## src/rtl/vec_pkg.sv

```systemverilog
// Shared types for the vector execution controller: opcodes, FSM states,
// error codes and small opcode helpers.
package vec_pkg;

    typedef enum logic [3:0] {
        OP_NOP = 4'd0,
        OP_ADD = 4'd1,
        OP_SUB = 4'd2,
        OP_AND = 4'd3,
        OP_OR  = 4'd4,
        OP_XOR = 4'd5,
        OP_MOV = 4'd6,
        OP_NOT = 4'd7
    } vop_t;

    typedef enum logic [2:0] {
        S_IDLE  = 3'd0,
        S_READ  = 3'd1,
        S_LEN   = 3'd2,
        S_EXEC  = 3'd3,
        S_WRITE = 3'd4,
        S_FIN   = 3'd5
    } state_t;

    localparam logic [1:0] ERR_NONE    = 2'd0;
    localparam logic [1:0] ERR_LEN     = 2'd1;
    localparam logic [1:0] ERR_TIMEOUT = 2'd2;

    // MOV and NOT only consume operand A.
    function automatic logic is_unary(vop_t op);
        return (op == OP_MOV) || (op == OP_NOT);
    endfunction

    // Opcodes outside the defined set behave as NOP.
    function automatic vop_t decode_op(logic [3:0] raw);
        return (raw <= 4'd7) ? vop_t'(raw) : OP_NOP;
    endfunction

endpackage

```

## src/rtl/vec_exec_ctrl.sv

```systemverilog
// Single-instruction sequencer over the vector register bank and ALU:
// accept, read operands, resolve length, run the ALU, write back, report.
//
// Instruction handshake: an instruction transfers on a rising edge where
// instr_valid && instr_ready. instr_ready is high only in IDLE and drops the
// cycle after a transfer; the front-end holds instr_valid and the fields
// stable until the transfer. instr_valid while busy is ignored.
module vec_exec_ctrl
    import vec_pkg::*;
#(
    parameter int N       = 4,
    parameter int LEN_W   = 8,
    parameter int SEL_W   = 4,
    parameter int RD_LAT  = 1,
    parameter int TIMEOUT = 255
) (
    input  logic             clk,
    input  logic             rst,
    input  logic             instr_valid,
    output logic             instr_ready,
    input  logic [3:0]       instr_op,
    input  logic [SEL_W-1:0] instr_dst,
    input  logic [SEL_W-1:0] instr_src_a,
    input  logic [SEL_W-1:0] instr_src_b,
    output logic [SEL_W-1:0] bank_out_sel_a,
    output logic [SEL_W-1:0] bank_out_sel_b,
    output logic             bank_out_en_a,
    output logic             bank_out_en_b,
    input  logic [LEN_W-1:0] bank_a_len,
    input  logic [LEN_W-1:0] bank_b_len,
    output logic [SEL_W-1:0] bank_in_sel,
    output logic [LEN_W-1:0] bank_in_len,
    output logic             bank_write,
    output logic [3:0]       alu_op,
    output logic             alu_start,
    input  logic             alu_done,
    output logic             busy,
    output logic             done,
    output logic [1:0]       err,
    output logic [2:0]       dbg_state
);

    localparam int RD_W = (RD_LAT > 1) ? $clog2(RD_LAT) : 1;
    localparam int TO_W = $clog2(TIMEOUT + 1);
    localparam logic [RD_W-1:0]  RD_LOAD  = RD_W'(RD_LAT - 1);
    localparam logic [TO_W-1:0]  TO_LAST  = TO_W'(TIMEOUT - 1);
    localparam logic [LEN_W-1:0] N_LEN    = LEN_W'(N);

    state_t           state_q, state_d;
    vop_t             op_q;
    vop_t             alu_op_q;
    logic [SEL_W-1:0] dst_q;
    logic [LEN_W-1:0] len_q, len_d;
    logic             mis_q, mis_d;
    logic [1:0]       fin_err_d;
    logic [RD_W-1:0]  rd_cnt_q;
    logic [TO_W-1:0]  to_cnt_q;
    logic [LEN_W-1:0] a_cap;

    logic             instr_ready_q, busy_q, done_q;
    logic [1:0]       err_q;
    logic [SEL_W-1:0] sel_a_q, sel_b_q, in_sel_q;
    logic             en_a_q, en_b_q, write_q, start_q;
    logic [LEN_W-1:0] in_len_q;

    // Next state, effective length and the error reported on entry to FIN.
    always_comb begin
        state_d   = state_q;
        fin_err_d = ERR_NONE;
        a_cap     = (bank_a_len > N_LEN) ? N_LEN : bank_a_len;
        len_d     = a_cap;
        if (!is_unary(op_q) && (bank_b_len < a_cap)) begin
            len_d = bank_b_len;
        end
        mis_d = (op_q != OP_NOP) && !is_unary(op_q) && (bank_a_len != bank_b_len);
        case (state_q)
            S_IDLE:  if (instr_valid) state_d = S_READ;
            S_READ:  if (rd_cnt_q == '0) state_d = S_LEN;
            S_LEN: begin
                if ((op_q == OP_NOP) || (len_d == '0)) begin
                    state_d   = S_FIN;
                    fin_err_d = mis_d ? ERR_LEN : ERR_NONE;
                end else begin
                    state_d = S_EXEC;
                end
            end
            S_EXEC: begin
                // A done arriving on the last allowed cycle beats the timeout.
                if (alu_done) begin
                    state_d = S_WRITE;
                end else if (to_cnt_q == TO_LAST) begin
                    state_d   = S_FIN;
                    fin_err_d = ERR_TIMEOUT;
                end
            end
            S_WRITE: begin
                state_d   = S_FIN;
                fin_err_d = mis_q ? ERR_LEN : ERR_NONE;
            end
            S_FIN:   state_d = S_IDLE;
            default: state_d = S_IDLE;
        endcase
    end

    // FSM state, counters and all registered outputs.
    always_ff @(posedge clk) begin
        if (rst) begin
            state_q       <= S_IDLE;
            op_q          <= OP_NOP;
            alu_op_q      <= OP_NOP;
            dst_q         <= '0;
            len_q         <= '0;
            mis_q         <= 1'b0;
            rd_cnt_q      <= '0;
            to_cnt_q      <= '0;
            instr_ready_q <= 1'b1;
            busy_q        <= 1'b0;
            done_q        <= 1'b0;
            err_q         <= ERR_NONE;
            sel_a_q       <= '0;
            sel_b_q       <= '0;
            en_a_q        <= 1'b0;
            en_b_q        <= 1'b0;
            in_sel_q      <= '0;
            in_len_q      <= '0;
            write_q       <= 1'b0;
            start_q       <= 1'b0;
        end else begin
            state_q <= state_d;
            start_q <= 1'b0;
            write_q <= 1'b0;
            done_q  <= 1'b0;
            err_q   <= ERR_NONE;
            case (state_q)
                S_IDLE: begin
                    if (instr_valid) begin
                        op_q          <= decode_op(instr_op);
                        dst_q         <= instr_dst;
                        sel_a_q       <= instr_src_a;
                        en_a_q        <= 1'b1;
                        sel_b_q       <= is_unary(decode_op(instr_op)) ? '0 : instr_src_b;
                        en_b_q        <= !is_unary(decode_op(instr_op));
                        rd_cnt_q      <= RD_LOAD;
                        mis_q         <= 1'b0;
                        instr_ready_q <= 1'b0;
                        busy_q        <= 1'b1;
                    end
                end
                S_READ: begin
                    if (rd_cnt_q != '0) rd_cnt_q <= rd_cnt_q - 1'b1;
                end
                S_LEN: begin
                    len_q <= len_d;
                    mis_q <= mis_d;
                    if (state_d == S_EXEC) begin
                        start_q  <= 1'b1;
                        alu_op_q <= op_q;
                        to_cnt_q <= '0;
                    end
                end
                S_EXEC: begin
                    if (state_d == S_WRITE) begin
                        write_q  <= 1'b1;
                        in_sel_q <= dst_q;
                        in_len_q <= len_q;
                    end else begin
                        to_cnt_q <= to_cnt_q + 1'b1;
                    end
                end
                S_FIN: begin
                    instr_ready_q <= 1'b1;
                    busy_q        <= 1'b0;
                end
                default: ;
            endcase
            // Entering FIN: report, and release every bank/ALU control.
            if ((state_d == S_FIN) && (state_q != S_FIN)) begin
                done_q   <= 1'b1;
                err_q    <= fin_err_d;
                en_a_q   <= 1'b0;
                en_b_q   <= 1'b0;
                sel_a_q  <= '0;
                sel_b_q  <= '0;
                in_sel_q <= '0;
                in_len_q <= '0;
                alu_op_q <= OP_NOP;
            end
        end
    end

    assign instr_ready    = instr_ready_q;
    assign busy           = busy_q;
    assign done           = done_q;
    assign err            = err_q;
    assign bank_out_sel_a = sel_a_q;
    assign bank_out_sel_b = sel_b_q;
    assign bank_out_en_a  = en_a_q;
    assign bank_out_en_b  = en_b_q;
    assign bank_in_sel    = in_sel_q;
    assign bank_in_len    = in_len_q;
    assign bank_write     = write_q;
    assign alu_start      = start_q;
    assign alu_op         = alu_op_q;
    assign dbg_state      = state_q;

endmodule

```

## config.mk

```make
export PLATFORM = sky130hd
export DESIGN_NAME = vec_exec_ctrl
export DESIGN_NICKNAME = d
export VERILOG_FILES = /design/src/rtl/vec_pkg.sv /design/src/rtl/vec_exec_ctrl.sv
export SDC_FILE = /design/constraint.sdc
export NUM_CORES = 1
export LEC_CHECK = 0
export CAP_MARGIN = 0
export CORE_MARGIN = 2
export CORE_UTILIZATION = 48
export DETAILED_ROUTE_END_ITERATION = 7
export PLACE_DENSITY = 0.89
export SLEW_MARGIN = 20
export SYNTH_ARGS = -nofsm -noshare
export SYNTH_HDL_FRONTEND = slang
export SYNTH_SLANG_ARGS = --single-unit
```

## constraint.sdc

```tcl
create_clock -name clk -period 4.75 [get_ports clk]
set_clock_uncertainty 0.15 [all_clocks]
set_input_delay 1.1875 -clock clk [delete_from_list [all_inputs] [get_ports clk]]
set_output_delay 1.1875 -clock clk [all_outputs]
set_load 0.1 [all_outputs]
```

**I/O nets highlighted**

The bar under the picture is 20 um long.
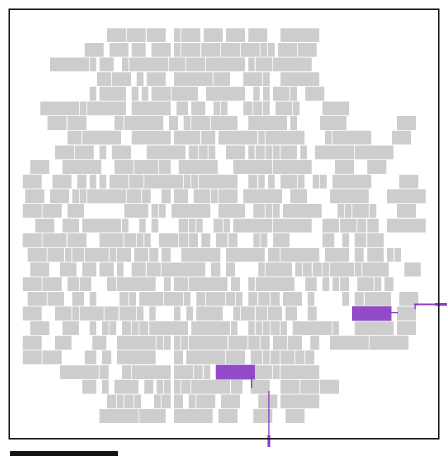
legend:
  err:
    colour: purple
    bits: 2
    direction: output
    edge: 1 bottom, 1 right
    end_cells: 2
    wire: 17.6 um
number of port buffers: 71
top-level port count: 72

**Power grid**

Pins as bars on the die edge. Tap cells in grey.
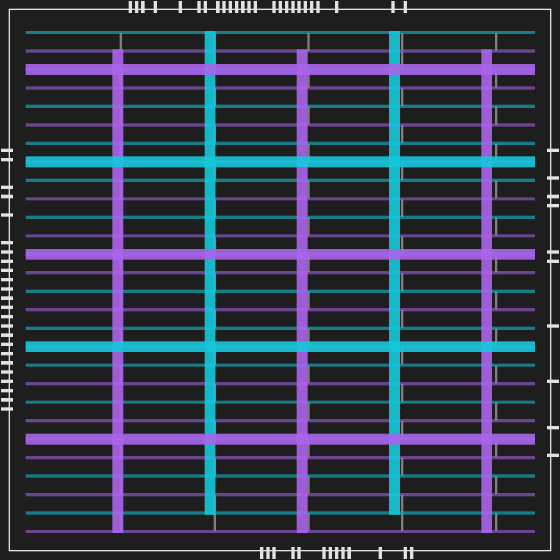
legend:
  VSS:
    colour: purple
  VDD:
    colour: cyan
rows: 27
met1 rails: 28
met5 straps: 5
met4 straps: 5
Vert. Die Dim: 79.47 um
IR drop worst, VDD: 0.0002206 V

**The metal 1 layer**

The bar under the picture is 20 um long. Supply wires on this layer in grey.
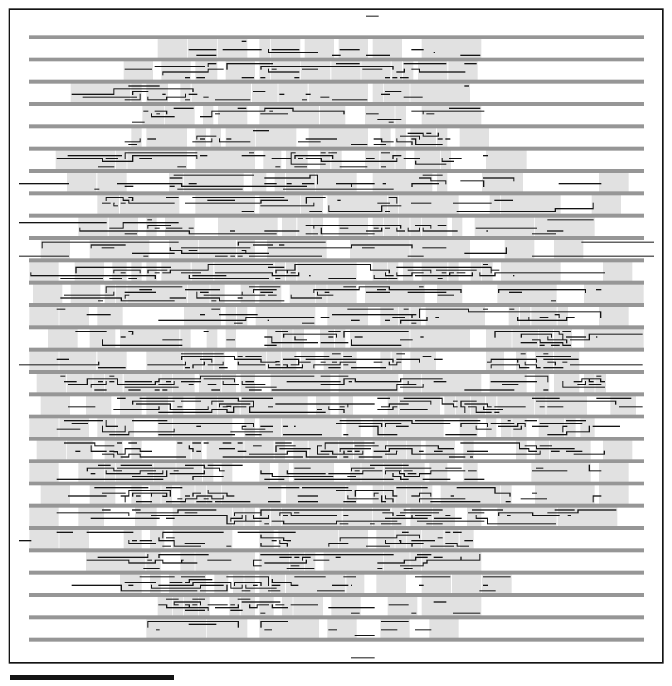
share of all routed wire: 42%
wire length on this layer: 2790 um
longest straight run: 16.6 um
nets with wire on the layer: 392
Total Wirelength: 6621 um
Vias: 2514

==> metrics.yaml <==
ys_area_um2: 2734
synth_area_um2: 2734
synthSimpleGateAreaFrac: 0.2458
fmax_mhz: 243.2
pwr_density_cell_nw_per_um2: 343.1
num_rows: 27
ys_cells: 324
drt-met1-wl_um: 2790
cp-end-kind: "flip-flop"
root_buffer: "clkbuf_8"
avgSynthCellArea_um2: 8.438
ys_warn_count: 0
p_seq_w: 0.000552
layout.cells.non_filler: 474
topCellsByArea: "dfxtp_1 45%, nand2_1 8.1%, a21oi_1 6.4%"
routed.top_layer: "met4"
r2r_slack_ns: 2.24
core_um2: 5507
status: "finished clean"
rr_worst_depth: 6
grt_usage: 0.2200
==> synthesized netlist by cell type, types with 3 or more instances <==
cell type  number
nand2_1        59
nand4_1         7
nor3_1          4
nor2_1         41
mux2i_1         5
nand3b_1        4
dfxtp_1        61
nor2b_1         3
buf_6           3
xnor2_1         9
a21oi_1        35
a22oi_1         4
inv_1           4
a21oi_2        10
xor2_1          5
o211ai_1        4
ha_1            9
clkbuf_1       10
nand3_1        13
==> worst max-delay path: stages <==
cell and delay (ns):
clkdlybuf4s50_1 0.44, nor4_2 0.33, and2_1 0.27, nand2_1 0.11
ha_1 0.28, o211ai_1 0.17, nor2_1 0.09, a211oi_4 0.26
mux2i_1 0.35, o32a_1 0.39, buf_12 0.21, nor2_1 0.07
==> placed cells by master (no fill, tap or decap), types with 2 or more instances in the layout <==
master,count
xnor2_1,9
clkbuf_8,12
a21oi_1,35
clkdlybuf4s50_1,71
o211ai_1,4
o21ai_0,2
or2_2,2
and2_1,2
nor2b_1,3
conb_1,5
nand4_1,7
inv_1,4
a211oi_1,2
a21oi_2,10
nand2_1,59
nor3_1,4
ha_1,9
nor2_1,41
nand3b_1,4
dfxtp_1,61
nand3_1,13
xor2_1,5
mux2i_1,5
or4_1,2
clkbuf_1,2
nand2b_1,2
buf_4,4
a22oi_1,4
==> cell type report <==
class | count | area [um2] | area share
multi-input cells | 246 | 1420 | 0.3854
flip-flops and latches | 61 | 1221 | 0.3314
repair buffers | 76 | 760.7 | 0.2065
clock buffers | 14 | 172.7 | 0.04686
well taps | 72 | 90.09 | 0.02445
inverters | 4 | 15.01 | 0.004075
clock inverters | 1 | 5.005 | 0.001358
==> per-layer routing <==
metal  global-route usage  up-vias
met5                    0        -
met4              0.09483        0
li1                     -     1257
met1               0.2511     1169
met2               0.3731       77
met3              0.07353       11
No activity file was given, so power comes from the tool's default toggle rates.
